**config.mk**
```make
export PLATFORM = sky130hd
export DESIGN_NAME = data_mem_arbiter_flat
export DESIGN_NICKNAME = d
export VERILOG_FILES = /design/src/rtl/data_mem_arbiter_if.sv /design/src/rtl/data_mem_arbiter.sv /design/src/flat_wrapper.sv
export SDC_FILE = /design/constraint.sdc
export NUM_CORES = 1
export LEC_CHECK = 0
export CAP_MARGIN = 20
export CORE_AREA = 2 2 123 125
export DETAILED_ROUTE_END_ITERATION = 16
export DIE_AREA = 0 0 125 127
export PLACE_DENSITY = 0.81
export SYNTH_ARGS = -nofsm -noshare
export SYNTH_HDL_FRONTEND = slang
export SYNTH_SLANG_ARGS = --single-unit
```
**constraint.sdc**
```tcl
create_clock -name CLK -period 2.15 [get_ports CLK]
set_input_delay 0.43 -clock CLK [delete_from_list [all_inputs] [get_ports CLK]]
set_output_delay 0.43 -clock CLK [all_outputs]
set_load 0.02 [all_outputs]
```
**src/rtl/data_mem_arbiter_if.sv**
```systemverilog
// Requester and data-memory signal bundle for data_mem_arbiter (two requesters, one memory port).
// slave = arbiter view, master = requesters plus memory view.
interface data_mem_arbiter_if #(
  parameter int AW = 32,
  parameter int DW = 32
);
  logic          m0_req;
  logic          m0_we;
  logic [AW-1:0] m0_addr;
  logic [DW-1:0] m0_wdata;
  logic          m0_gnt;
  logic          m0_rvalid;
  logic [DW-1:0] m0_rdata;

  logic          m1_req;
  logic          m1_we;
  logic [AW-1:0] m1_addr;
  logic [DW-1:0] m1_wdata;
  logic          m1_gnt;
  logic          m1_rvalid;
  logic [DW-1:0] m1_rdata;

  logic          mem_RW;
  logic [AW-1:0] mem_ADDr;
  logic [DW-1:0] mem_Din;
  logic [DW-1:0] mem_Dout;
  logic [15:0]   xfer_cnt;

  modport slave (
    input  m0_req, m0_we, m0_addr, m0_wdata,
    output m0_gnt, m0_rvalid, m0_rdata,
    input  m1_req, m1_we, m1_addr, m1_wdata,
    output m1_gnt, m1_rvalid, m1_rdata,
    output mem_RW, mem_ADDr, mem_Din,
    input  mem_Dout,
    output xfer_cnt
  );

  modport master (
    output m0_req, m0_we, m0_addr, m0_wdata,
    input  m0_gnt, m0_rvalid, m0_rdata,
    output m1_req, m1_we, m1_addr, m1_wdata,
    input  m1_gnt, m1_rvalid, m1_rdata,
    input  mem_RW, mem_ADDr, mem_Din,
    output mem_Dout,
    input  xfer_cnt
  );
endinterface

```
**src/rtl/data_mem_arbiter.sv**
```systemverilog
// Two-requester data-memory arbiter; ARB_ROUND_ROBIN_EN selects round-robin, else m0 fixed priority.
// Latency gnt->rvalid 2 cycles, one transaction per 3 cycles; losers hold req until gnt (no loss).
module data_mem_arbiter #(
  parameter int AW = 32,
  parameter int DW = 32
) (
  input  logic                CLK,
  input  logic                RSTn,
  data_mem_arbiter_if.slave   bus
);

  typedef enum logic [1:0] {IDLE, ACCESS, RESP} state_t;

  state_t        state_q, state_d;
  logic          sel_q;
  logic          we_q;
  logic [AW-1:0] addr_q;
  logic [DW-1:0] wdata_q;
  logic [DW-1:0] rdata_q;
  logic [15:0]   cnt_q;
  logic          pick_m1;
  logic          gnt0, gnt1;
  logic          accept;

`ifdef ARB_ROUND_ROBIN_EN
  logic last_m1_q;

  // On a tie, favour whoever was not served last.
  always_comb pick_m1 = bus.m1_req && (!bus.m0_req || !last_m1_q);

  always_ff @(posedge CLK or negedge RSTn) begin
    if (!RSTn)       last_m1_q <= 1'b1;
    else if (accept) last_m1_q <= pick_m1;
  end
`else
  always_comb pick_m1 = bus.m1_req && !bus.m0_req;
`endif

  always_comb begin
    state_d = state_q;
    gnt0    = 1'b0;
    gnt1    = 1'b0;
    case (state_q)
      IDLE: begin
        if (RSTn && (bus.m0_req || bus.m1_req)) begin
          state_d = ACCESS;
          gnt0    = !pick_m1;
          gnt1    = pick_m1;
        end
      end
      ACCESS:  state_d = RESP;
      RESP:    state_d = IDLE;
      default: state_d = IDLE;
    endcase
  end

  assign accept = gnt0 || gnt1;

  always_ff @(posedge CLK or negedge RSTn) begin
    if (!RSTn) begin
      state_q <= IDLE;
      sel_q   <= 1'b0;
      we_q    <= 1'b0;
      addr_q  <= '0;
      wdata_q <= '0;
      rdata_q <= '0;
      cnt_q   <= '0;
    end else begin
      state_q <= state_d;
      if (accept) begin
        sel_q   <= pick_m1;
        we_q    <= pick_m1 ? bus.m1_we    : bus.m0_we;
        addr_q  <= pick_m1 ? bus.m1_addr  : bus.m0_addr;
        wdata_q <= pick_m1 ? bus.m1_wdata : bus.m0_wdata;
      end
      // Writes report zero data so rdata never leaks a stale read.
      if (state_q == ACCESS) rdata_q <= we_q ? '0 : bus.mem_Dout;
      if (state_q == RESP)   cnt_q   <= cnt_q + 16'd1;
    end
  end

  assign bus.m0_gnt    = gnt0;
  assign bus.m1_gnt    = gnt1;
  assign bus.m0_rvalid = (state_q == RESP) && !sel_q;
  assign bus.m1_rvalid = (state_q == RESP) &&  sel_q;
  assign bus.m0_rdata  = bus.m0_rvalid ? rdata_q : '0;
  assign bus.m1_rdata  = bus.m1_rvalid ? rdata_q : '0;

  // Strobe is decoded from live state so an async reset kills it mid-cycle.
  assign bus.mem_RW    = (state_q == ACCESS) && we_q;
  assign bus.mem_ADDr  = addr_q;
  assign bus.mem_Din   = wdata_q;
  assign bus.xfer_cnt  = cnt_q;

endmodule

```
**src/flat_wrapper.sv**
```systemverilog
// flat-port wrapper written by rule: the top's interface ports become plain ports
module data_mem_arbiter_flat 
#(
  parameter int AW = 32,
  parameter int DW = 32
)
  (CLK, RSTn, bus_m0_req, bus_m0_we, bus_m0_addr, bus_m0_wdata, bus_m0_gnt, bus_m0_rvalid, bus_m0_rdata, bus_m1_req, bus_m1_we, bus_m1_addr, bus_m1_wdata, bus_m1_gnt, bus_m1_rvalid, bus_m1_rdata, bus_mem_RW, bus_mem_ADDr, bus_mem_Din, bus_mem_Dout, bus_xfer_cnt);
  data_mem_arbiter_if #(.AW(AW), .DW(DW)) bus_i ();
  input  logic CLK;
  input  logic RSTn;
  input wire logic [$bits(bus_i.m0_req)-1:0] bus_m0_req;
  input wire logic [$bits(bus_i.m0_we)-1:0] bus_m0_we;
  input wire logic [$bits(bus_i.m0_addr)-1:0] bus_m0_addr;
  input wire logic [$bits(bus_i.m0_wdata)-1:0] bus_m0_wdata;
  output wire logic [$bits(bus_i.m0_gnt)-1:0] bus_m0_gnt;
  output wire logic [$bits(bus_i.m0_rvalid)-1:0] bus_m0_rvalid;
  output wire logic [$bits(bus_i.m0_rdata)-1:0] bus_m0_rdata;
  input wire logic [$bits(bus_i.m1_req)-1:0] bus_m1_req;
  input wire logic [$bits(bus_i.m1_we)-1:0] bus_m1_we;
  input wire logic [$bits(bus_i.m1_addr)-1:0] bus_m1_addr;
  input wire logic [$bits(bus_i.m1_wdata)-1:0] bus_m1_wdata;
  output wire logic [$bits(bus_i.m1_gnt)-1:0] bus_m1_gnt;
  output wire logic [$bits(bus_i.m1_rvalid)-1:0] bus_m1_rvalid;
  output wire logic [$bits(bus_i.m1_rdata)-1:0] bus_m1_rdata;
  output wire logic [$bits(bus_i.mem_RW)-1:0] bus_mem_RW;
  output wire logic [$bits(bus_i.mem_ADDr)-1:0] bus_mem_ADDr;
  output wire logic [$bits(bus_i.mem_Din)-1:0] bus_mem_Din;
  input wire logic [$bits(bus_i.mem_Dout)-1:0] bus_mem_Dout;
  output wire logic [$bits(bus_i.xfer_cnt)-1:0] bus_xfer_cnt;
  assign bus_i.m0_req = bus_m0_req;
  assign bus_i.m0_we = bus_m0_we;
  assign bus_i.m0_addr = bus_m0_addr;
  assign bus_i.m0_wdata = bus_m0_wdata;
  assign bus_m0_gnt = bus_i.m0_gnt;
  assign bus_m0_rvalid = bus_i.m0_rvalid;
  assign bus_m0_rdata = bus_i.m0_rdata;
  assign bus_i.m1_req = bus_m1_req;
  assign bus_i.m1_we = bus_m1_we;
  assign bus_i.m1_addr = bus_m1_addr;
  assign bus_i.m1_wdata = bus_m1_wdata;
  assign bus_m1_gnt = bus_i.m1_gnt;
  assign bus_m1_rvalid = bus_i.m1_rvalid;
  assign bus_m1_rdata = bus_i.m1_rdata;
  assign bus_mem_RW = bus_i.mem_RW;
  assign bus_mem_ADDr = bus_i.mem_ADDr;
  assign bus_mem_Din = bus_i.mem_Din;
  assign bus_i.mem_Dout = bus_mem_Dout;
  assign bus_xfer_cnt = bus_i.xfer_cnt;
  data_mem_arbiter #(.AW(AW), .DW(DW)) u_core (.CLK(CLK), .RSTn(RSTn), .bus(bus_i));
endmodule
```
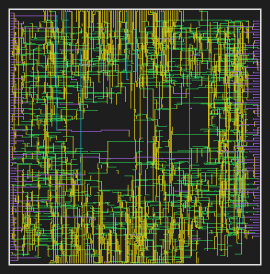
(images/wires.png)
Drawn at 2 px/um.
Key: yellow = metal 2 [wire length 9180 um]; purple = metal 3 [wire length 1110 um]; cyan = metal 4 [wire length 571 um]; green = metal 1 [wire length 6550 um]

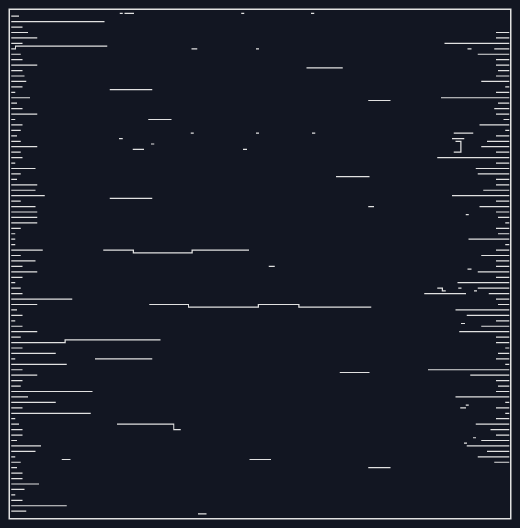
(images/layer_met3.png)
Drawn at 4 px/um.
193 nets have wire on it. The layer carries 1110 um of wire. The wires run mostly horizontal.
M3 GR Usage: 0.0561
routed wire length: 17.4 mm

==> results.json <==
{
  "busiest_layer": "met2",
  "yosysWarningCount": 0,
  "n_fill_cell": 1163,
  "ff_latch_area_um2": 2910,
  "logic_family": "simple AND/OR/NAND/NOR gates",
  "gp_congestion": 0.819,
  "most-common-layout-cells": "clkdlybuf4s50_1 (244), nand2_1 (132), dfrtp_1 (114)",
  "antenna_found_initial": 0,
  "track_usage": 0.215,
  "top_layer": "met4",
  "floorplan.nets": 735,
  "fin_setup_tns_ps": 0,
  "dp_slack_ps": 16.8,
  "r2r_slack_ps": 560,
  "ys_sh_xor": 0.0232,
  "ctsHoldBuffers": 0,
  "cts_root_buf": "clkbuf_16",
  "yosysTopAreaCellShare": 0.513,
  "use_met2": 0.379,
  "buffers_excl_clock": 339,
  "final_util": 0.676,
  "power_density_nw_per_um2": 899,
  "comb_share": 0.261,
  "synth-simple-area-share": 0.191,
  "status": "completed",
  "core_um2": 14400,
  "diodes": 0,
  "syn_area_um2": 5660,
  "required_ps": 1720,
  "end_kind": "output pin",
  "synthFlopType": "dfrtp_1",
  "crit_arrival_ps": 1700,
  "max-cap-violations": 0,
  "setup_viol": 0,
  "die_w_um": 125,
  "rsz0062_at_grt": "yes",
  "n_sequential_cell": 116,
  "total_power_w": 0.00876,
  "start_kind": "flip-flop",
  "clk_path_buf_depth": 2,
  "place_area_um2": 8970,
  "cts.repair.resized": 223,
  "drt-pass1-iter-count": 4,
  "hold_viol": 0,
  "cp-startpoint": "u_core.state_q[0]$_DFFE_PN0P_",
  "lay_top_count": "clkdlybuf4s50_1",
  "fp-row-count": 44,
  "grt_max_degree": 89,
  "die_area_um2": 15900,
  "power.share.sequential": 0.355,
  "final_nets": 1051,
  "nonClkBufAreaFrac": 0.354,
  "synth_seq_share": 0.513,
  "path_class": "reg2out",
  "drc_errors": 0,
  "edf_count": 0,
  "yosysUniqueCellTypes": 31,
  "wire_per_inst_um": 16.1,
  "wl_met3_mm": 1.11,
  "tightest_slew_ps": 823,
  "slew_violations": 0,
  "drtIter0Drc": 204,
  "vias_per_cell": 4.79,
  "syn2layout_area_growth_pct": 72.1,
  "synthTopCellsByArea": "dfrtp_1 (51%), mux2i_1 (11%), nand2_1 (8.8%)",
  "cts_inserted_buffers": 17,
  "synthTopCellsByCount": "nand2_1 (132), dfrtp_1 (116), mux2i_1 (65)",
  "finalNonFillerCells": 1080,
  "place_inst": 1045,
  "use_met1": 0.244,
  "hold_class": "in2async",
  "period_used_share": 0.992,
  "ys_sh_mux": 0.117,
  "via_count": 5169,
  "met1_length_mm": 6.55,
  "cellLeakagePower_nw": 4.68,
  "num_tap_cells": 184,
  "synth-seq-cells": 116,
  "power_frac_comb": 0.318,
  "r2r_cells": 5,
  "post_cts_buffers": 1,
  "grt_pass1_vias": 5134,
  "grt_pass1_wl_mm": 26.4,
  "reg2reg_to": "u_core.bus.xfer_cnt[7]$_DFFE_PN0N_",
  "clkTransAtPathRegs_ps": 60,
  "swShare": 0.318,
  "largest_class": "buffers",
  "die_h_um": 127,
  "ant_nets": 0,
  "cts_tree": "yes",
  "async_reset_ff_frac": 1.00,
  "portBuffers": 314,
  "power.clock.fraction": 0.328,
  "ir_drop_v": 0.000490,
  "cp_max_fo": 8,
  "yosys_area_um2": 5660,
  "ios": 315,
  "initial_core_util": 0.393,
  "fin_crit_ps": 2130,
  "clock_cell_area_share": 0.0618,
  "grt_overflow": 0,
  "h-tree-depth": 4,
  "final_area_um2": 9750,
  "num-nonclk-inverters": 3,
  "warning_count": 28,
  "p_int_w": 0.00598,
  "most_common_cell": "nand2_1",
  "avgSynthCellArea_um2": 9.97,
  "holdWs_ps": 224,
  "yosys_cells": 568,
  "setup_slack_ps": 16.9,
  "hpwl_mm": 12.9,
  "seq_share": 0.298,
  "crit_end": "bus_m0_rdata[22]",
  "switching_power_w": 0.00279,
  "comb_cells": 407,
  "synthCells": 568,
  "fmax_mhz": 469,
  "fa_ha_area_frac": 0.00221
}
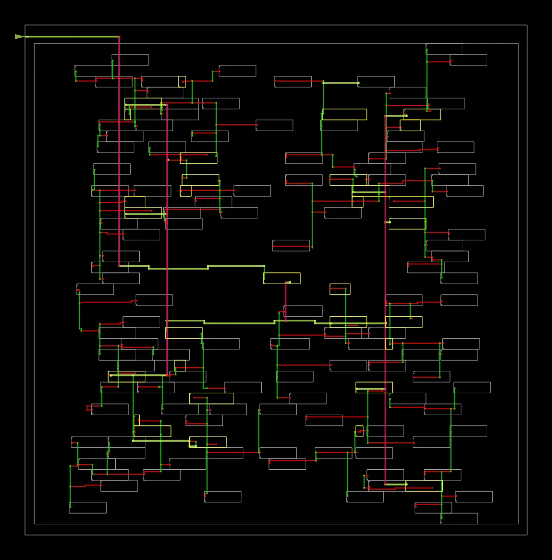
(images/clocks.png)
clk_skew: 5.66 ps
Clock Latency Late Sink: 410 ps
# clk buffers: 22
clk sinks: 116
clock group power: 0.00287 W

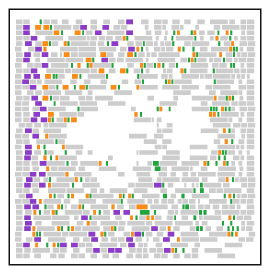
(images/logic_types.png)
Drawn at 2 px/um.
Key: purple = mux cells [cells 66, most used mux2i_1]; green = nand cells [cells 145, most used nand2_1, where all over the die]; orange = aoi and oai cells [cells 99, most used o21ai_1, where all over the die]

==> sequential cells by signal, summed over array words and instances (netlist names) <==
name and cells:
u_core.bus.mem_ADDr 32, u_core.we_q 1, u_core.state_q 2, u_core.sel_q 1, u_core.rdata_q 32, u_core.bus.mem_Din 32, u_core.bus.xfer_cnt 16
==> worst max-delay path, cell delays in order (launching register included) <==
cell and delay (ps):
dfrtp_2 450, nor2b_4 160, and2b_4 250, clkbuf_16 180, and2_1 150, buf_6 120
==> power groups by stage <==
stage	combinational (W)	sequential, W	clock (W)
after floorplan	0.000921	0.00345	0
after global placement	0.00272	0.00309	0
after detailed placement	0.00276	0.00312	0
after CTS	0.00274	0.00309	0.00293
after global routing	0.00301	0.00317	0.00304
final	0.00278	0.00311	0.00287
Power and IR drop assume default switching activity.
